$ cat src/rtl/io_pkg.sv
// Shared constants for the memory-mapped IO unit: address map, register bit positions, word width.
// Latency: none (package only).
// Backpressure: none (package only).
package io_pkg;

  localparam int WORD_WIDTH = 16;
  localparam int ADDR_WIDTH = 16;

  // Register addresses seen on the AM bus
  localparam logic [ADDR_WIDTH-1:0] IO_DATA   = 16'h0000;
  localparam logic [ADDR_WIDTH-1:0] IO_STATUS = 16'h0001;
  localparam logic [ADDR_WIDTH-1:0] IO_CTRL   = 16'h0002;

  // STATUS bit positions
  localparam int ST_RX_EMPTY = 0;
  localparam int ST_RX_FULL  = 1;
  localparam int ST_TX_EMPTY = 2;
  localparam int ST_TX_FULL  = 3;
  localparam int ST_RX_OVF   = 4;
  localparam int ST_TX_OVF   = 5;

  // CTRL bit positions; OVF_CLR is a write-only strobe
  localparam int CTRL_RX_IE   = 0;
  localparam int CTRL_TX_IE   = 1;
  localparam int CTRL_OVF_CLR = 15;

  typedef enum logic [1:0] {
    SEL_DATA,
    SEL_STATUS,
    SEL_CTRL,
    SEL_NONE
  } io_sel_e;

  typedef struct packed {
    logic tx_ie;
    logic rx_ie;
  } ctrl_t;

  // Map a bus address onto the register it selects
  function automatic io_sel_e decode_addr(input logic [ADDR_WIDTH-1:0] a);
    case (a)
      IO_DATA:   return SEL_DATA;
      IO_STATUS: return SEL_STATUS;
      IO_CTRL:   return SEL_CTRL;
      default:   return SEL_NONE;
    endcase
  endfunction

endpackage

$ cat src/rtl/io_if.sv
// Bundles the CPU-side register bus and the device-side TX/RX valid-ready links of the IO unit.
// Latency: none (wiring only).
// Backpressure: tx_ready / rx_ready carry the device-side flow control.
interface io_if #(
  parameter int word_width = 16
);

  // CPU register bus
  logic [15:0]           addr;
  logic                  io_oe;
  logic                  io_we;
  logic [word_width-1:0] data_in;
  logic [word_width-1:0] data_out;
  logic                  data_oe;

  // Device links
  logic [word_width-1:0] tx_data;
  logic                  tx_valid;
  logic                  tx_ready;
  logic [word_width-1:0] rx_data;
  logic                  rx_valid;
  logic                  rx_ready;

  logic                  irq;

  // The IO unit side
  modport slave (
    input  addr, io_oe, io_we, data_in, tx_ready, rx_data, rx_valid,
    output data_out, data_oe, tx_data, tx_valid, rx_ready, irq
  );

  // The CPU / device side driving the IO unit
  modport master (
    output addr, io_oe, io_we, data_in, tx_ready, rx_data, rx_valid,
    input  data_out, data_oe, tx_data, tx_valid, rx_ready, irq
  );

endinterface

$ cat src/rtl/io_fifo.sv
// Synchronous FIFO with power-of-two depth, head visible combinationally.
// Latency: a pushed word is visible at head one cycle after the push edge when the FIFO was empty.
// Backpressure: push is taken when not full, or when full with a pop in the same cycle; pop on empty is ignored.
module io_fifo #(
  parameter int word_width = 16,
  parameter int fifo_depth = 4
) (
  input  logic                  clk,
  input  logic                  rst,
  input  logic                  push,
  input  logic                  pop,
  input  logic [word_width-1:0] din,
  output logic                  full,
  output logic                  empty,
  output logic [word_width-1:0] head
);

  localparam int AW = $clog2(fifo_depth);
  // Depth is a power of two, so the full count is a single set MSB
  localparam logic [AW:0] FULL_CNT = {1'b1, {AW{1'b0}}};

  logic [word_width-1:0] mem_q [fifo_depth];
  logic [AW-1:0]         wr_ptr_q, wr_ptr_d;
  logic [AW-1:0]         rd_ptr_q, rd_ptr_d;
  logic [AW:0]           count_q, count_d;
  logic                  do_push, do_pop;

  assign full    = (count_q == FULL_CNT);
  assign empty   = (count_q == '0);
  assign head    = mem_q[rd_ptr_q];
  assign do_pop  = pop & ~empty;
  // A full FIFO still accepts a push when the same edge frees a slot
  assign do_push = push & (~full | do_pop);

  // Pointer and occupancy next-state; pointers wrap naturally modulo depth
  always_comb begin
    wr_ptr_d = wr_ptr_q;
    rd_ptr_d = rd_ptr_q;
    count_d  = count_q;
    if (do_push) wr_ptr_d = wr_ptr_q + 1'b1;
    if (do_pop)  rd_ptr_d = rd_ptr_q + 1'b1;
    case ({do_push, do_pop})
      2'b10:   count_d = count_q + 1'b1;
      2'b01:   count_d = count_q - 1'b1;
      default: count_d = count_q;
    endcase
  end

  // Pointer and occupancy registers
  always_ff @(posedge clk or posedge rst) begin
    if (rst) begin
      wr_ptr_q <= '0;
      rd_ptr_q <= '0;
      count_q  <= '0;
    end else begin
      wr_ptr_q <= wr_ptr_d;
      rd_ptr_q <= rd_ptr_d;
      count_q  <= count_d;
    end
  end

  // Storage write; contents are meaningless until written, so no reset
  always_ff @(posedge clk) begin
    if (do_push) mem_q[wr_ptr_q] <= din;
  end

endmodule

$ cat src/rtl/io_unit.sv
// Memory-mapped IO port: CPU DATA/STATUS/CTRL registers in front of TX and RX FIFOs, plus interrupt.
// Latency: reads are combinational in the strobe cycle; writes/pops take effect on that edge; irq lags one cycle.
// Backpressure: rx_ready drops when RX is full (words then count as rx overflow); CPU writes to a full TX are dropped.
module io_unit
  import io_pkg::*;
#(
  parameter int word_width = WORD_WIDTH,
  parameter int fifo_depth = 4
) (
  input logic clk,
  input logic rst,
  io_if.slave bus
);

  io_sel_e               sel;
  logic                  cpu_rd, cpu_wr;

  logic                  tx_push, tx_pop, tx_full, tx_empty, tx_drop;
  logic [word_width-1:0] tx_head;
  logic                  rx_push, rx_pop, rx_full, rx_empty, rx_drop;
  logic [word_width-1:0] rx_head;

  ctrl_t                 ctrl_q, ctrl_d;
  logic                  rx_ovf_q, rx_ovf_d;
  logic                  tx_ovf_q, tx_ovf_d;
  logic                  irq_q, irq_d;
  logic                  ovf_clr;

  logic [word_width-1:0] status_w, ctrl_w, rd_mux;

  // A read wins over a simultaneous write
  assign sel    = decode_addr(bus.addr);
  assign cpu_rd = bus.io_oe;
  assign cpu_wr = bus.io_we & ~bus.io_oe;

  // TX: CPU pushes, device pops; a write to a full FIFO survives if the device pops on the same edge
  assign tx_pop  = ~tx_empty & bus.tx_ready;
  assign tx_push = cpu_wr & (sel == SEL_DATA);
  assign tx_drop = tx_push & tx_full & ~tx_pop;

  // RX: device pushes only while there is room, CPU DATA reads pop
  assign rx_push = bus.rx_valid & ~rx_full;
  assign rx_drop = bus.rx_valid & rx_full;
  assign rx_pop  = cpu_rd & (sel == SEL_DATA) & ~rx_empty;

  io_fifo #(
    .word_width(word_width),
    .fifo_depth(fifo_depth)
  ) u_tx_fifo (
    .clk  (clk),
    .rst  (rst),
    .push (tx_push),
    .pop  (tx_pop),
    .din  (bus.data_in),
    .full (tx_full),
    .empty(tx_empty),
    .head (tx_head)
  );

  io_fifo #(
    .word_width(word_width),
    .fifo_depth(fifo_depth)
  ) u_rx_fifo (
    .clk  (clk),
    .rst  (rst),
    .push (rx_push),
    .pop  (rx_pop),
    .din  (bus.rx_data),
    .full (rx_full),
    .empty(rx_empty),
    .head (rx_head)
  );

  // CTRL, sticky overflow flags and interrupt next-state; a new overflow beats a same-cycle clear
  always_comb begin
    ctrl_d  = ctrl_q;
    ovf_clr = 1'b0;
    if (cpu_wr && (sel == SEL_CTRL)) begin
      ctrl_d.rx_ie = bus.data_in[CTRL_RX_IE];
      ctrl_d.tx_ie = bus.data_in[CTRL_TX_IE];
      ovf_clr      = bus.data_in[CTRL_OVF_CLR];
    end
    rx_ovf_d = (rx_ovf_q & ~ovf_clr) | rx_drop;
    tx_ovf_d = (tx_ovf_q & ~ovf_clr) | tx_drop;
    irq_d    = (ctrl_q.rx_ie & ~rx_empty) | (ctrl_q.tx_ie & tx_empty);
  end

  // Control/status registers
  always_ff @(posedge clk or posedge rst) begin
    if (rst) begin
      ctrl_q   <= '0;
      rx_ovf_q <= 1'b0;
      tx_ovf_q <= 1'b0;
      irq_q    <= 1'b0;
    end else begin
      ctrl_q   <= ctrl_d;
      rx_ovf_q <= rx_ovf_d;
      tx_ovf_q <= tx_ovf_d;
      irq_q    <= irq_d;
    end
  end

  // Read-data mux; DATA on an empty RX and unmapped addresses read as zero
  always_comb begin
    status_w              = '0;
    status_w[ST_RX_EMPTY] = rx_empty;
    status_w[ST_RX_FULL]  = rx_full;
    status_w[ST_TX_EMPTY] = tx_empty;
    status_w[ST_TX_FULL]  = tx_full;
    status_w[ST_RX_OVF]   = rx_ovf_q;
    status_w[ST_TX_OVF]   = tx_ovf_q;

    ctrl_w             = '0;
    ctrl_w[CTRL_RX_IE] = ctrl_q.rx_ie;
    ctrl_w[CTRL_TX_IE] = ctrl_q.tx_ie;

    rd_mux = '0;
    case (sel)
      SEL_DATA:   rd_mux = rx_empty ? '0 : rx_head;
      SEL_STATUS: rd_mux = status_w;
      SEL_CTRL:   rd_mux = ctrl_w;
      default:    rd_mux = '0;
    endcase
  end

  // Reset gates the bus driver directly so it releases mid-access
  assign bus.data_oe  = bus.io_oe & ~rst;
  assign bus.data_out = bus.data_oe ? rd_mux : '0;

  // Stale storage is never exposed on the device link
  assign bus.tx_valid = ~tx_empty;
  assign bus.tx_data  = tx_empty ? '0 : tx_head;
  assign bus.rx_ready = ~rx_full;
  assign bus.irq      = irq_q;

endmodule

$ cat src/flat_wrapper.sv
// flat-port wrapper written by rule: the top's interface ports become plain ports
module io_unit_flat import io_pkg::*;
#(
  parameter int word_width = WORD_WIDTH,
  parameter int fifo_depth = 4
)
  (clk, rst, bus_addr, bus_io_oe, bus_io_we, bus_data_in, bus_tx_ready, bus_rx_data, bus_rx_valid, bus_data_out, bus_data_oe, bus_tx_data, bus_tx_valid, bus_rx_ready, bus_irq);
  io_if #(.word_width(word_width)) bus_i ();
  input logic clk;
  input logic rst;
  input wire logic [$bits(bus_i.addr)-1:0] bus_addr;
  input wire logic [$bits(bus_i.io_oe)-1:0] bus_io_oe;
  input wire logic [$bits(bus_i.io_we)-1:0] bus_io_we;
  input wire logic [$bits(bus_i.data_in)-1:0] bus_data_in;
  input wire logic [$bits(bus_i.tx_ready)-1:0] bus_tx_ready;
  input wire logic [$bits(bus_i.rx_data)-1:0] bus_rx_data;
  input wire logic [$bits(bus_i.rx_valid)-1:0] bus_rx_valid;
  output wire logic [$bits(bus_i.data_out)-1:0] bus_data_out;
  output wire logic [$bits(bus_i.data_oe)-1:0] bus_data_oe;
  output wire logic [$bits(bus_i.tx_data)-1:0] bus_tx_data;
  output wire logic [$bits(bus_i.tx_valid)-1:0] bus_tx_valid;
  output wire logic [$bits(bus_i.rx_ready)-1:0] bus_rx_ready;
  output wire logic [$bits(bus_i.irq)-1:0] bus_irq;
  assign bus_i.addr = bus_addr;
  assign bus_i.io_oe = bus_io_oe;
  assign bus_i.io_we = bus_io_we;
  assign bus_i.data_in = bus_data_in;
  assign bus_i.tx_ready = bus_tx_ready;
  assign bus_i.rx_data = bus_rx_data;
  assign bus_i.rx_valid = bus_rx_valid;
  assign bus_data_out = bus_i.data_out;
  assign bus_data_oe = bus_i.data_oe;
  assign bus_tx_data = bus_i.tx_data;
  assign bus_tx_valid = bus_i.tx_valid;
  assign bus_rx_ready = bus_i.rx_ready;
  assign bus_irq = bus_i.irq;
  io_unit #(.word_width(word_width), .fifo_depth(fifo_depth)) u_core (.clk(clk), .rst(rst), .bus(bus_i));
endmodule
$ cat config.mk
export PLATFORM = sky130hd
export DESIGN_NAME = io_unit_flat
export DESIGN_NICKNAME = d
export VERILOG_FILES = /design/src/rtl/io_pkg.sv /design/src/rtl/io_if.sv /design/src/rtl/io_fifo.sv /design/src/rtl/io_unit.sv /design/src/flat_wrapper.sv
export SDC_FILE = /design/constraint.sdc
export NUM_CORES = 1
export LEC_CHECK = 0
export CELL_PAD_IN_SITES_DETAIL_PLACEMENT = 1
export CELL_PAD_IN_SITES_GLOBAL_PLACEMENT = 1
export CORE_ASPECT_RATIO = 0.8
export CORE_MARGIN = 5
export CORE_UTILIZATION = 46
export DETAILED_ROUTE_END_ITERATION = 12
export PLACE_DENSITY_LB_ADDON = 0.1
export SETUP_SLACK_MARGIN = 0.2
export SLEW_MARGIN = 20
export SYNTH_ARGS = -nofsm -noshare
export SYNTH_HDL_FRONTEND = slang
export SYNTH_SLANG_ARGS = --single-unit
$ cat constraint.sdc
create_clock -name clk -period 2.4 [get_ports clk]
set_clock_uncertainty 0.2 [all_clocks]
set_input_delay 0.24 -clock clk [delete_from_list [all_inputs] [get_ports clk]]
set_output_delay 0.24 -clock clk [all_outputs]
set_load 0.05 [all_outputs]
Fig. 1: run 1, placed cells, one colour a class
Scale: 2 px per micron.
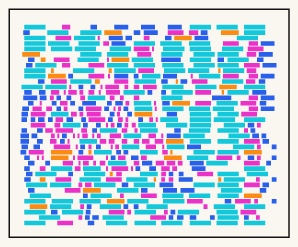
legend:
  remaining buffers and delay cells:
    colour: blue
    cells: 144
    share_of_their_area: 19%
  clock drivers and dummy loads:
    colour: orange
    cells: 31
    share_of_their_area: 6.2%
  remaining logic cells:
    colour: magenta
    cells: 172
    share_of_their_area: 24%
  registers:
    colour: cyan
    cells: 147
    share_of_their_area: 51%
number of placement rows: 37
area of all placed cells without fillers: 8662 sq um

Fig. 2: run 1, cell density map
Scale: 3 px per micron. The die is cut into 14 by 11 equal tiles; black is low, pale yellow is high, 0 to 100% covered.
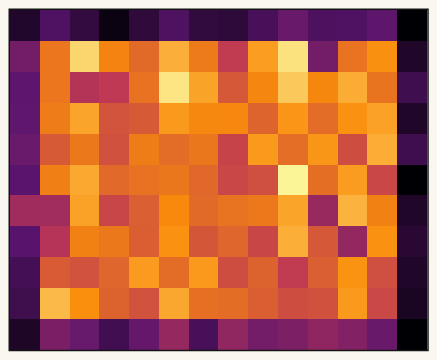
densest ninth of the die: centre
mean over tiles: 54%
nearly empty tiles: 1.9%
fullest tile: 98%
tiles over 75% full: 21%
core area: 12960 sq um
core occupancy in the finished layout: 0.6682
starting density of the core: 0.4733

Fig. 3: run 1, I/O pins on the die edge
Scale: 3 px per micron. Pins as bars across the die edge, other pins in grey.
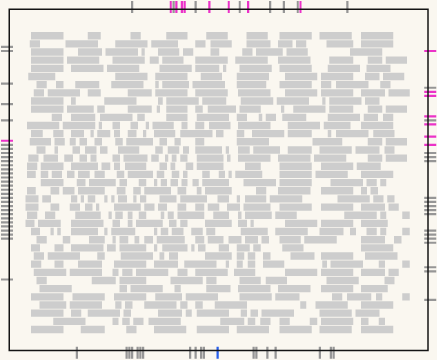
legend:
  bus_data_out:
    colour: magenta
    pins: 16
    direction: output
    edge: 8 north, 7 east, 1 west
  bus_tx_ready:
    colour: blue
    pins: 1
    direction: input
    edge: south
all pins by edge: 31 west, 24 east, 19 south, 16 north
floorplan die width: 139.1 microns
die y size: 113.3 microns
total of buffers placed on input and output ports: 89

==> results.rst, run 1 <==
Physical design figures
=======================

.. list-table::
   :header-rows: 1

   * - Metric
     - Value
   * - Met1 wire length
     - 6575 microns
   * - PwrDens
     - 961.1 nW/um^2
   * - Required time worst endpoint
     - 1.96 ns
   * - RD Place Congestion
     - 0.7760
   * - Startpoint of the most critical register-to-register path
     - u_core.u_rx_fifo.count_q[0]
   * - Leading cell category by total area
     - registers
   * - Iter 0 DRT Violations
     - 231
   * - Worst IR Drop VDD
     - 0.0007433 V
   * - Logic share of the area
     - 0.2197
   * - Via count of the routed design
     - 3511
   * - Number of iterations in the first detailed-routing pass
     - 5
   * - Dominant register cell in the synthesized netlist
     - edfxtp_1
   * - Flops out of synthesis
     - 147
   * - Post-synthesis net count
     - 397
   * - H-Tree Depth
     - 4
   * - Post-synth top cells
     - 128 x edfxtp_1, 32 x mux4_2, 23 x inv_1, 20 x and2_1, 19 x dfrtp_1
   * - Register clock-pin slew on the reported worst setup and hold paths
     - 0.06 ns
   * - Post-synth top area share
     - 0.6266
   * - Smallest hold slack
     - 0.03840 ns
   * - Setup TNS Final
     - 0 ns
   * - Setup repair after global routing missed its margin
     - true
   * - Leakage power
     - 3.160 nW
   * - Non-clock buffer count
     - 144
   * - Worst Setup SP
     - u_core.u_rx_fifo.rd_ptr_q[0]
   * - Final Routed Wirelength
     - 14680 microns
   * - Filler cells
     - 1123
   * - Tightest Hold Check Type
     - in -> async
   * - Number of warnings in the stage logs
     - 35
   * - Async set-or-reset flop fraction in the synthesized netlist
     - 0.1293
   * - Number of setup buffers added after CTS
     - 9
   * - Root Buffer Master
     - clkbuf_16
   * - Vias per cell
     - 5.248
   * - Number of clock sinks seen by CTS
     - 147
   * - Arrival time reported for the critical path endpoint
     - 1.90 ns
   * - Clk network pwr share
     - 0.287
   * - Global-route wire length before repair
     - 23490 microns
   * - Worst Setup End Kind
     - output port
   * - Number of remaining DRC errors
     - 0
   * - Pin count of the biggest net entering global routing
     - 20
   * - Number of synthesis warnings
     - 0
   * - Detail Route Antenna Nets
     - 0
   * - Peak per-stage delay on the critical path
     - 0.52 ns
   * - # Cells Yosys
     - 331
   * - Worst R2R End
     - u_core.u_rx_fifo.count_q[2]
   * - Yosys adder share
     - 0.02692
   * - Post-synthesis instance total
     - 331
   * - Met1 track demand over resource
     - 0.2708
   * - Final worst path period share
     - 0.9731
   * - Buffering overhead
     - 0.1853
   * - Highest clock frequency the design can meet
     - 0.4282 GHz
   * - Total clock buffers created by CTS
     - 17
   * - Final slew viol count
     - 0
   * - Buf+Inv Stages, Crit Path
     - 3
   * - Number of violations of the max-capacitance limit
     - 0
   * - Area fraction in compound gates after synthesis
     - 0.01367
   * - Sequential share of power
     - 0.393
   * - Clock insertion delay at the later pin of the skew report
     - 0.43 ns
   * - Vias in the first global route
     - 3963
   * - End point of the critical path
     - bus_data_out[1]
   * - # Taps
     - 175
   * - Biggest combinational cell group after synthesis
     - multiplexers
   * - Multi-input combinational cell area
     - 1903 sq um
   * - CTS Hold Buffers Added
     - 0
   * - Worst Reg-to-Reg Cells
     - 11
   * - NumNets Final
     - 548
   * - Cell-by-cell listing of the critical path
     - buf_6 > mux4_2 > inv_2 > o22ai_4 > buf_12
   * - Top cells by area in the synthesized netlist
     - edfxtp_1 63%, mux4_2 12%, dfrtp_1 7.8%, and2_1 2.0%, ha_1 2.0%
   * - Total number of cells along the worst setup path
     - 5
   * - Internal power
     - 0.005621 W
   * - Sum of met3 wire segment lengths after detailed routing
     - 658 microns
   * - GRT Total Usage
     - 0.2030
   * - Biggest registers after layout
     - u_core.u_rx_fifo.mem_q: 64 flops, u_core.u_tx_fifo.mem_q: 64 flops
   * - Remaining global-route overflow
     - 0
   * - Top Ports
     - 90
   * - Top routing layer in use
     - met4
   * - Simple share
     - 0.08423
   * - Cell with the most instances after synthesis
     - edfxtp_1
   * - Post-place instance area
     - 7821 sq um
   * - Syn Area/Cell
     - 18.53 sq um
   * - Max-slew headroom
     - 0.6103
   * - Most heavily used metal layer in global routing
     - met2
   * - Fraction of met3 tracks used by global routing
     - 0.06041
   * - Invs w/o clock
     - 23
   * - Switching component of the power
     - 0.002704 W
   * - Slew at the pin closest to its max-slew limit
     - 0.5827 ns
   * - Yosys-reported design area after synthesis
     - 6135 sq um
   * - Dpl hpwl
     - 9462 microns
   * - Number of distinct library cells after synthesis
     - 39
   * - Sequential share of cell area
     - 0.4989
   * - Outcome
     - completed
   * - Layout clock buffer count
     - 18
   * - Critical Setup Path Class
     - reg -> out
   * - Area used by sequential logic in the layout
     - 4322 sq um
   * - Fin. Hold Viols
     - 0
   * - Slowest stage cell, crit path
     - mux4_2
   * - Share of the yosys chip area belonging to registers
     - 0.7041
   * - Worst path top cell family by delay
     - multiplexers
   * - Library cell with the largest summed area after synthesis
     - edfxtp_1
   * - Reg-to-reg setup timing slack
     - 0.15 ns
   * - Fraction of power consumed by combinational cells
     - 0.320
   * - Multiplexer share of the synthesized area
     - 0.1287
   * - Deepest clock path buffer count
     - 2
   * - Antenna diodes
     - 0
   * - Post-synth design cell area
     - 6135 sq um
   * - Layout clock area frac
     - 0.06038
   * - Grt met2 use
     - 0.3216
   * - Combinational Gates
     - 149
   * - Clock tree from TritonCTS
     - yes
   * - Number of enable flip-flop cells
     - 128
   * - Biggest fanout along the worst timing path
     - 5
   * - Pwr Total
     - 0.008325 W
   * - Final critical-path required period
     - 2.335 ns
   * - Xor/xnor share of the synthesized area
     - 0.01713
   * - Routed wl met2
     - 7234 microns
   * - Routed len/inst
     - 21.94 microns
   * - Fraction of layout instances using a drive strength above 1
     - 0.4170
   * - Flop count
     - 147
   * - Number of antenna violations at the first check in global routing
     - 0
   * - Switching portion of total power
     - 0.3248
   * - CTS-repair resized insts
     - 43
   * - Final Setup Violations
     - 0
   * - Area growth from synthesis to layout
     - 41.20%
-- run 1: power by group through the flow --
stage / clock network [W] / logic, W / registers, W
3_5_place_dp: 0 / 0.00249 / 0.00330
5_1_grt: 0.00260 / 0.00284 / 0.00330
6_report: 0.00239 / 0.00266 / 0.00327
2_1_floorplan: 0 / 0.00170 / 0.00325
4_1_cts: 0.00245 / 0.00260 / 0.00326
3_3_place_gp: 0 / 0.00242 / 0.00327
-- run 1: per-stage QoR --
| step | std cells | setup slack (ns) | util |
|---|---|---|---|
| 6_report | 669 | 0.06454 | 0.6682 |
| 3_3_place_gp | 620 | -0.2178 | 0.6034 |
| 4_1_cts | 663 | 0.02274 | 0.6615 |
| 5_1_grt | 669 | -0.02929 | 0.6682 |
| 3_5_place_dp | 620 | -0.3161 | 0.6034 |
| 2_1_floorplan | 331 | 0.1427 | - |
-- run 1: cell usage in the layout, fill, tap and decap left out, types with 4 or more instances in the layout --
| cell type | synthesis | final |
|---|---|---|
| clkbuf_16 | 0 | 17 |
| nor2b_2 | 0 | 4 |
| inv_2 | 0 | 8 |
| clkdlybuf4s50_1 | 0 | 43 |
| and3_1 | 5 | 5 |
| nor2_1 | 8 | 6 |
| o22ai_4 | 0 | 6 |
| buf_12 | 0 | 26 |
| dlygate4sd2_1 | 0 | 9 |
| xor2_1 | 5 | 5 |
| and2_1 | 20 | 18 |
| ha_1 | 10 | 8 |
| xnor2_1 | 7 | 7 |
| edfxtp_1 | 128 | 128 |
| dfrtp_1 | 19 | 17 |
| clkinv_2 | 0 | 5 |
| nor2b_4 | 0 | 9 |
| mux4_2 | 32 | 32 |
| clkinv_1 | 0 | 4 |
| buf_6 | 1 | 4 |
| inv_1 | 23 | 14 |
| buf_4 | 3 | 56 |
| and2_2 | 5 | 4 |
## Run 2: what changed since run 1
SLEW_MARGIN = 40   (was 20)
Fig. 4: run 2, I/O pins on the die edge
Scale: 3 px per micron. Pins as bars across the die edge, other pins in grey.
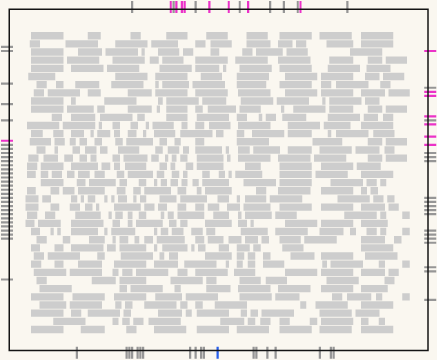
legend:
  bus_data_out:
    colour: magenta
    pins: 16
    direction: output
    edge: 8 north, 7 east, 1 west
  bus_tx_ready:
    colour: blue
    pins: 1
    direction: input
    edge: south
all pins by edge: 31 west, 24 east, 19 south, 16 north

Fig. 5: run 2, routed metal, one colour a layer
Scale: 2 px per micron.
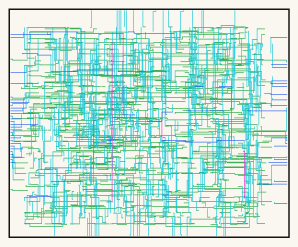
legend:
  M2:
    colour: cyan
    wire_length: 7230 microns
  M3:
    colour: blue
    wire_length: 659 microns
  M1:
    colour: green
    wire_length: 6580 microns
  M4:
    colour: magenta
    wire_length: 209 microns
GRT Total Usage: 0.2030
via count of the routed design: 3511
routed len/inst: 21.94 microns
Final Routed Wirelength: 14680 microns

==> results.rst, run 2 <==
Physical design figures
=======================

.. list-table::
   :header-rows: 1

   * - Metric
     - Value
   * - Outcome
     - completed
   * - Clk network pwr share
     - 0.287 (about the same)
   * - Post-placement setup slack
     - -0.3161 ns (unchanged)
   * - Area growth from synthesis to layout
     - 41.20% (unchanged)
   * - H-Tree Depth
     - 4 (unchanged)
   * - Root Buffer Master
     - clkbuf_16
   * - Number of warnings in the stage logs
     - 35 (unchanged)
   * - Cell-by-cell listing of the critical path
     - buf_6 > mux4_2 > inv_2 > o22ai_4 > buf_12
   * - Simple share
     - 0.08423 (unchanged)
   * - Fraction of power consumed by combinational cells
     - 0.320 (about the same)
   * - Switching portion of total power
     - 0.3248 (unchanged)
   * - Clock insertion delay at the later pin of the skew report
     - 0.43 ns (about the same)
   * - Post-synthesis net count
     - 397 (unchanged)
   * - Deepest clock path buffer count
     - 2 (unchanged)
   * - Number of placement rows
     - 37 (unchanged)
   * - CTS-repair resized insts
     - 43 (unchanged)
   * - Worst Setup End Kind
     - output port
   * - Number of iterations in the first detailed-routing pass
     - 5 (unchanged)
   * - Vias in the first global route
     - 3963 (unchanged)
   * - Number of remaining DRC errors
     - 0 (unchanged)
   * - Final worst path period share
     - 0.9731 (unchanged)
   * - Library cell with the largest summed area after synthesis
     - edfxtp_1
   * - Number of clock sinks seen by CTS
     - 147 (unchanged)
   * - Starting density of the core
     - 0.4733 (unchanged)
   * - Smallest hold slack
     - 0.03840 ns (unchanged)
   * - Buf+Inv Stages, Crit Path
     - 3 (unchanged)
   * - Tightest Hold Check Type
     - in -> async
   * - Antenna diodes
     - 0 (unchanged)
   * - Worst IR Drop VDD
     - 0.0007433 V (unchanged)
   * - Area of all placed cells without fillers
     - 8662 sq um (unchanged)
   * - Number of enable flip-flop cells
     - 128 (unchanged)
   * - Final Setup Violations
     - 0 (unchanged)
   * - Async set-or-reset flop fraction in the synthesized netlist
     - 0.1293 (unchanged)
   * - Number of violations of the max-capacitance limit
     - 0 (unchanged)
   * - Cell with the most instances after synthesis
     - edfxtp_1
   * - Cell count after placement
     - 620 (unchanged)
   * - Sequential share of power
     - 0.393 (about the same)
   * - Dpl hpwl
     - 9462 microns (unchanged)
   * - Peak per-stage delay on the critical path
     - 0.52 ns (about the same)
   * - Arrival time reported for the critical path endpoint
     - 1.90 ns (about the same)
   * - Max-slew headroom
     - 0.6103 (unchanged)
   * - Die y size
     - 113.3 microns (unchanged)
   * - Iter 0 DRT Violations
     - 231 (unchanged)
   * - Slew at the pin closest to its max-slew limit
     - 0.5827 ns (unchanged)
   * - Post-synth top cells
     - 128 x edfxtp_1, 32 x mux4_2, 23 x inv_1, 20 x and2_1, 19 x dfrtp_1
   * - Leading cell type in the layout, fill and taps excluded
     - edfxtp_1
   * - # Cells Yosys
     - 331 (unchanged)
   * - Flops out of synthesis
     - 147 (unchanged)
   * - Area fraction in compound gates after synthesis
     - 0.01367 (unchanged)
   * - Post-place instance area
     - 7821 sq um (unchanged)
   * - Required time worst endpoint
     - 1.96 ns (about the same)
   * - Biggest combinational cell group after synthesis
     - multiplexers
   * - Biggest fanout along the worst timing path
     - 5 (unchanged)
   * - Startpoint of the most critical register-to-register path
     - u_core.u_rx_fifo.count_q[0]
   * - Switching component of the power
     - 0.002704 W (unchanged)
   * - Clock tree from TritonCTS
     - yes
   * - Core area
     - 12960 sq um (unchanged)
   * - Register clock-pin slew on the reported worst setup and hold paths
     - 0.06 ns (about the same)
   * - Worst path top cell family by delay
     - multiplexers
   * - Leakage power
     - 3.160 nW (unchanged)
   * - Internal power
     - 0.005621 W (unchanged)
   * - Setup repair after global routing missed its margin
     - true
   * - Post-synthesis instance total
     - 331 (unchanged)
   * - Dominant register cell in the synthesized netlist
     - edfxtp_1
   * - Number of antenna violations at the first check in global routing
     - 0 (unchanged)
   * - Remaining global-route overflow
     - 0 (unchanged)
   * - Share of the yosys chip area belonging to registers
     - 0.7041 (unchanged)
   * - Final critical-path required period
     - 2.335 ns (unchanged)
   * - Number of setup buffers added after CTS
     - 9 (unchanged)
   * - Post-synth design cell area
     - 6135 sq um (unchanged)
   * - Yosys adder share
     - 0.02692 (unchanged)
   * - Fin. Hold Viols
     - 0 (unchanged)
   * - Post-synth top area share
     - 0.6266 (unchanged)
==> run 2: cell counts after synthesis <==
Identical to the previous run, type by type.
==> run 2: cells by family after synthesis <==
family                     after synthesis
and+or+nand+nor                         74
xor gates and xnor gates                12
adders and majority gates               12
muxes                                   38
DFF                                    147
AOI/OAI and AO/OA                       13
buffers and inverters                   35
==> run 2: worst paths after layout <==
path	to	slack, ns	depth (start not counted)
worst max-delay path	bus_data_out[1]	0.06	5
worst min-delay path	u_core.u_rx_fifo.wr_ptr_q[0]	0.04	3
worst max register to register	u_core.u_rx_fifo.count_q[2]	0.15	11
worst min register to register	u_core.u_tx_fifo.count_q[2]	0.33	1
max in group asynchronous	u_core.u_tx_fifo.count_q[0]	1.72	3
min in group clk	u_core.u_rx_fifo.mem_q[0][0]	0.25	1
==> run 2: routing by layer <==
layer / share of wire / vias to the layer above / routed length (microns) / track usage
li1: - / 1584 / - / -
met5: 0 / - / 0 / 0
met4: 0.014 / 0 / 208 / 0.07040
met1: 0.45 / 1811 / 6575 / 0.2708
met2: 0.49 / 99 / 7234 / 0.3216
met3: 0.045 / 17 / 658 / 0.06041
==> run 2: cell type report <==
class	count	area, sq um
Clock buffer	18	429.2
Clock inverter	13	93.84
Fill cell	1123	4300
Inverter	23	90.09
Multi-Input combinational cell	149	1903
Sequential cell	147	4322
Tap cell	175	219.0
Timing Repair Buffer	144	1605
==> run 2: power by group through the flow <==
stage / clock, W / combinational (W) / sequential [W]
after floorplan: 0 / 0.00170 / 0.00325
after global placement: 0 / 0.00242 / 0.00327
after detailed placement: 0 / 0.00249 / 0.00330
after CTS: 0.00245 / 0.00260 / 0.00326
after global routing: 0.00260 / 0.00284 / 0.00330
final: 0.00239 / 0.00266 / 0.00327
Power and IR drop assume default switching activity.
